[config.mk]
export PLATFORM = sky130hd
export DESIGN_NAME = fifo_burst_reader
export DESIGN_NICKNAME = d
export VERILOG_FILES = /design/src/rtl/fifo_burst_reader.sv
export SDC_FILE = /design/constraint.sdc
export NUM_CORES = 1
export LEC_CHECK = 0
export ABC_AREA = 1
export CORE_UTILIZATION = 35
export DETAILED_ROUTE_END_ITERATION = 8
export GPL_TIMING_DRIVEN = 0
export MAX_ROUTING_LAYER = met4
export SLEW_MARGIN = 20
export SYNTH_ARGS = -nofsm -noshare
export SYNTH_HDL_FRONTEND = slang
export SYNTH_SLANG_ARGS = --single-unit
[constraint.sdc]
create_clock -name clk -period 4.2 [get_ports clk]
set_input_delay 1.26 -clock clk [delete_from_list [all_inputs] [get_ports clk]]
set_output_delay 1.26 -clock clk [all_outputs]
set_load 0.01 [all_outputs]
[src/rtl/fifo_burst_reader.sv]
// Read-side burst controller for the team FIFO: pulls BURST_LEN words and frames them on a valid/ready stream.
// Optional partial-burst flush on idle timeout is enabled by defining FLUSH_TIMEOUT_EN.
module fifo_burst_reader #(
  parameter int FIFO_WIDTH     = 14,
  parameter int FIFO_DEPTH     = 64,
  parameter int BURST_LEN      = 16,
  parameter int TIMEOUT_CYCLES = 256,
  localparam int CW            = $clog2(FIFO_DEPTH)
) (
  input  logic                  clk,
  input  logic                  rst_n,
  input  logic [CW-1:0]         fifo_count,
  input  logic                  fifo_empty,
  output logic                  rd_en,
  input  logic [FIFO_WIDTH-1:0] rd_data,
  output logic                  m_valid,
  input  logic                  m_ready,
  output logic [FIFO_WIDTH-1:0] m_data,
  output logic                  m_sof,
  output logic                  m_eof,
  output logic                  busy,
  output logic [15:0]           burst_done_cnt
);

  localparam logic [CW-1:0] BLEN = CW'(BURST_LEN);

  typedef enum logic {
    IDLE  = 1'b0,
    BURST = 1'b1
  } state_t;

  state_t                state, state_nxt;
  logic [CW-1:0]         remaining, cur_len, word_idx, load_len;
  logic                  inflight;
  logic [1:0]            q_occ;
  logic [FIFO_WIDTH-1:0] q_data0, q_data1;
  logic                  q_sof0, q_sof1, q_eof0, q_eof1;
  logic                  in_sof, in_eof, pop, start_burst;
  logic                  flush_hit;

`ifdef FLUSH_TIMEOUT_EN
  localparam int TW = $clog2(TIMEOUT_CYCLES) + 1;

  logic [TW-1:0] idle_timer;
  logic          partial;

  assign partial   = (state == IDLE) && (fifo_count != '0) && (fifo_count < BLEN);
  assign flush_hit = partial && (idle_timer == TW'(TIMEOUT_CYCLES - 1));

  always_ff @(posedge clk) begin
    if (!rst_n) begin
      idle_timer <= '0;
    end else if (partial && !flush_hit) begin
      idle_timer <= idle_timer + TW'(1);
    end else begin
      idle_timer <= '0;
    end
  end
`else
  assign flush_hit = 1'b0;
`endif

  // The word returning from the FIFO falls through to the head when the queue is
  // empty, which gives rd_en-to-m_valid of one cycle and full throughput.
  always_comb begin
    in_sof  = (word_idx == '0);
    in_eof  = (word_idx == cur_len - CW'(1));
    m_valid = (q_occ != 2'd0) || inflight;
    if (q_occ != 2'd0) begin
      m_data = q_data0;
      m_sof  = q_sof0;
      m_eof  = q_eof0;
    end else begin
      m_data = inflight ? rd_data : '0;
      m_sof  = inflight && in_sof;
      m_eof  = inflight && in_eof;
    end
    pop   = m_valid && m_ready;
    rd_en = (state == BURST) && (remaining != '0) && !fifo_empty &&
            ((q_occ + {1'b0, inflight}) < 2'd2);
    busy  = (state == BURST);
  end

  always_comb begin
    state_nxt   = state;
    load_len    = BLEN;
    start_burst = 1'b0;
    case (state)
      IDLE: begin
        if (fifo_count >= BLEN) begin
          start_burst = 1'b1;
          state_nxt   = BURST;
        end else if (flush_hit) begin
          start_burst = 1'b1;
          load_len    = fifo_count;
          state_nxt   = BURST;
        end
      end
      BURST: begin
        if (pop && m_eof) begin
          state_nxt = IDLE;
        end
      end
      default: state_nxt = IDLE;
    endcase
  end

  always_ff @(posedge clk) begin
    if (!rst_n) begin
      state          <= IDLE;
      remaining      <= '0;
      cur_len        <= '0;
      word_idx       <= '0;
      inflight       <= 1'b0;
      q_occ          <= 2'd0;
      q_data0        <= '0;
      q_data1        <= '0;
      q_sof0         <= 1'b0;
      q_sof1         <= 1'b0;
      q_eof0         <= 1'b0;
      q_eof1         <= 1'b0;
      burst_done_cnt <= 16'h0000;
    end else begin
      state    <= state_nxt;
      inflight <= rd_en;
      if (start_burst) begin
        remaining <= load_len;
        cur_len   <= load_len;
        word_idx  <= '0;
      end else begin
        if (rd_en) begin
          remaining <= remaining - CW'(1);
        end
        if (inflight) begin
          word_idx <= word_idx + CW'(1);
        end
      end

      q_occ <= q_occ + {1'b0, inflight} - {1'b0, pop};
      // Two outstanding words at most, so a push never meets a full queue.
      if (q_occ == 2'd0) begin
        if (inflight && !pop) begin
          q_data0 <= rd_data;
          q_sof0  <= in_sof;
          q_eof0  <= in_eof;
        end
      end else if (q_occ == 2'd1) begin
        if (inflight && pop) begin
          q_data0 <= rd_data;
          q_sof0  <= in_sof;
          q_eof0  <= in_eof;
        end else if (inflight) begin
          q_data1 <= rd_data;
          q_sof1  <= in_sof;
          q_eof1  <= in_eof;
        end
      end else if (pop) begin
        q_data0 <= q_data1;
        q_sof0  <= q_sof1;
        q_eof0  <= q_eof1;
      end

      if (pop && m_eof && (burst_done_cnt != 16'hFFFF)) begin
        burst_done_cnt <= burst_done_cnt + 16'h0001;
      end
    end
  end

endmodule

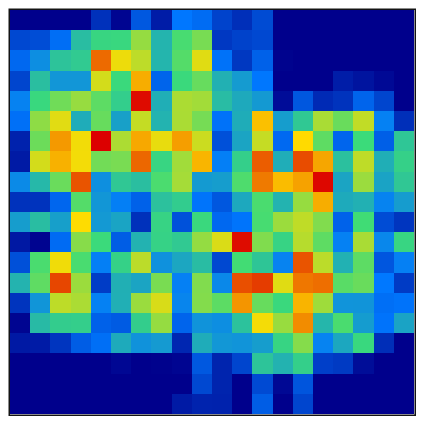
**Above:** wiring heat map.
(4 px per um) The die is cut into 20 by 20 equal tiles; dark blue is low, red is high, scaled to the fullest tile. Values are wire area over tile area, all layers added.
mean over tiles	0.13
nearly empty tiles	19%
emptiest ninth of the die	top right
tiles over half the peak	29%
fullest tile	0.37
drt wl/cell: 12.8 um
Global Route Usage Sum: 18.8%
drt total wl: 8480 um

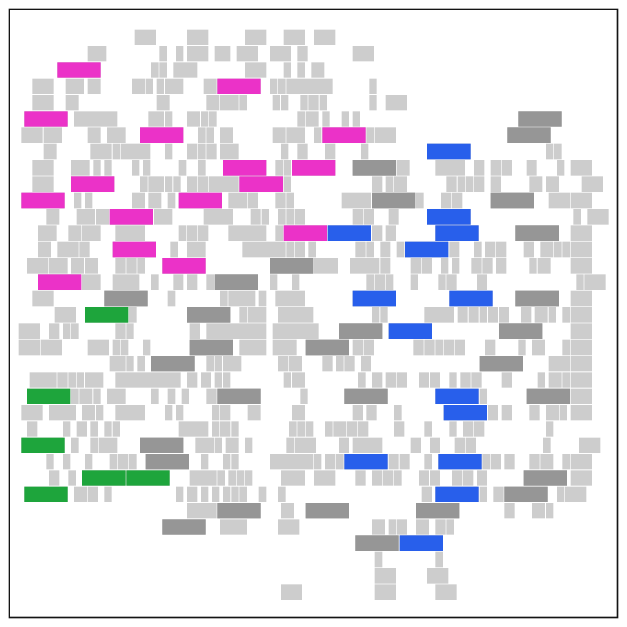
**Above:** sequential cells colored by netlist name.
(6 px per um) Other sequential cells in the stronger gray, the rest of the logic in the fainter gray.
netlist name	color	sequential cells
remaining	green	6
q_data1	blue	14
burst_done_cnt	magenta	16
not colored	29
sequential cell area: 1300 sq um
fin util: 46.5%

==> metrics.yaml <==
power:
  power.internal_uw: 1190
  total_power_uw: 1760
  p_sw_share_pct: 32.5
  p_seq_share_pct: 39.8
  seq_cell_power_uw: 702
  power.share.clock_pct: 32.8
  p_sw_uw: 572
  comb_power_uw: 482
  peakVddDrop_mv: 0.198
  clock_power_uw: 578
  p_comb_share_pct: 27.4
  p_leak_uw: 0.00163
  p_per_area_nw_per_um2: 405
  power_leader: "sequential cells"
grt:
  met2_usage_pct: 30.6
  antenna_found_initial: 0
  grt_busiest_layer: "met2"
  grt_start_max_net_pins: 11
  grt_pass1_wl_um: 14500
  overflow: 0
  grt.met1_usage_pct: 23.0
  grt_util_met3_pct: 4.16
  grt_pass1_vias: 3052
layout:
  fin_area_sq_um: 4350
  antenna_cells: 0
  nets: 560
  synthToLayoutAreaGrowth_pct: 26.6
  fill_cells: 992
  post_route_cells_drive_above_1_share_pct: 12.4
  stdcell_count: 662
  lay_top_count: "nand2_1"
  lay_top_cells: "nand2_1, dfxtp_1, inv_1"
drt:
  vias_per_cell: 4.81
  drt.antenna.violating_nets: 0
  drc: 0
  m1WireLength_um: 4070
  dr.max_layer_used: "met4"
  met3_length_um: 252
  drt-pass1-iter-count: 4
  vias: 3182
  met2WireLength_um: 4070
  drt_iter0_markers: 77
final_timing:
  fin_crit_sh_pct: 93.9
  period_needed_ps: 3940
  fmax_mhz: 254
  hold_viol: 0
  setup_viol: 0
  rsz0062_at_grt: "no"
  relSlewSlack_pct: 54.1
  tightest_slew_ps: 689
  fin_skew_ps: 7.10
  drv_slew: 0
  finalSetupTns_ps: 0
  fin_ws_ps: 258
  hold_ws_ps: 452
yosys:
  ys_cells: 464
  netlist_top_cells_count: "nand2_1, dfxtp_1, inv_1"
  synth_top_area_share_pct: 37.8
  yosysMostFrequentCell: "nand2_1"
  numSynthFlops: 65
  synthDistinctLibCells: 37
  synth-edff-count: 0
  ys_area_sq_um: 3440
  async_reset_ff_share_pct: 0
  syn-mean-instance-area_sq_um: 7.41
  topCellsByArea: "dfxtp_1, nand2_1, o21ai_0"
  synth_seq_share_pct: 37.8
  syn-instance-count: 464
  yosysTopAreaCell: "dfxtp_1"
  syn_area_sq_um: 3440
  syn-num-nets: 495
  yosysWarnings: 0
  ys.flop_type: "dfxtp_1"
critical_path:
  r2r_slack_ps: 2320
  cp.arrival_ps: 2680
  startpoint: "fifo_empty"
  reg2reg_to: "burst_done_cnt[7]"
  reg2regPathDepth: 7
  criticalPathCategory: "input pin to output port"
  critical_path_buf_inv_count: 3
  worstPathRequired_ps: 2940
  rr_startpoint: "burst_done_cnt[0]"
  path_cells: "clkdlybuf4s50_1, nor2_1, nand3_2, inv_2, clkdlybuf4s50_1"
  cp_common_cell: "clkdlybuf4s50_1"
  start_kind: "input pin"
  critPathMaxStageDelay_ps: 550
  cp_top_family: "buffers and inverters"
  critPathCapture: "rd_en"
  path_max_fanout: 7
  path_depth: 5
  slowest_stage: "clkdlybuf4s50_1"
  worstSetupEndpointType: "output port"
die:
  die_width_um: 101
  die_y_um: 101
  fp-row-count: 35
  initCoreUtil_pct: 36.7
  core_area_sq_um: 9370
  chip_area_sq_um: 10200
clock_tree:
  post_cts_buffers: 0
  root_buffer: "clkbuf_8"
  clk_latency_ps: 340
  cts.sinks: 65
  cts.reportedPaths.clkPinSlew_ps: 70
  cts_max_path_buffers: 2
  numCtsBuffers: 9
  holdBufCountCts: 0
  cts_tree: "yes"
  cts_resized: 0
  htree_levels: 3
placed_design:
  place.detailed.hpwl_um: 6080
  place_congestion: 0.809
  pre_cts_ws_ps: 267
  placed_area_sq_um: 4140
  place_inst: 647
outcome:
  status: "complete, no violations"
worst_hold_path:
  min_from: "q_data0[4]"
  min_path_type: "flip-flop to flip-flop"
  whs_endpoint: "q_data0[4]"
  hold-path-cell-count: 2
flow_run:
  maxCapViolations: 0
  warnings: 32
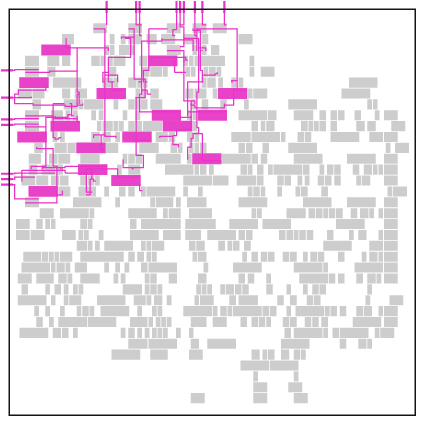
**Above:** I/O nets highlighted.
(4 px per um)
port	color	direction	edge	end cells	buffers	wire
burst_done_cnt	magenta	output	9 top, 7 left	16	16	755 um
IO Count: 59
# port buffers: 54

-- cell type report --
class,count,area [sq um],share of cell area [%]
buffer,19,101,2.33
clock buffer,13,179,4.11
clock inverter,2,35.0,0.805
inverter,65,244,5.60
multi-input combinational,315,1790,41.1
sequential,65,1300,29.9
tap,129,161,3.71
timing repair buffer,54,541,12.4
-- kinds of logic after synthesis --
| logic type | synth area share, % |
|---|---|
| simple gates | 25.3 |
| fa+ha+maj | 2.55 |
| flops | 37.8 |
| buf+inv | 10.0 |
| xor+xnor | 3.86 |
| compound gates | 20.5 |
-- sequential cells by signal, summed over array words and instances, names as in the netlist --
register	flops
q_eof1	1
q_sof0	1
burst_done_cnt	16
word_idx	6
q_occ	2
busy	1
q_data0	14
q_eof0	1
inflight	1
remaining	6
q_sof1	1
q_data1	14
cur_len	1
Power is estimated from default activity; no workload was simulated.
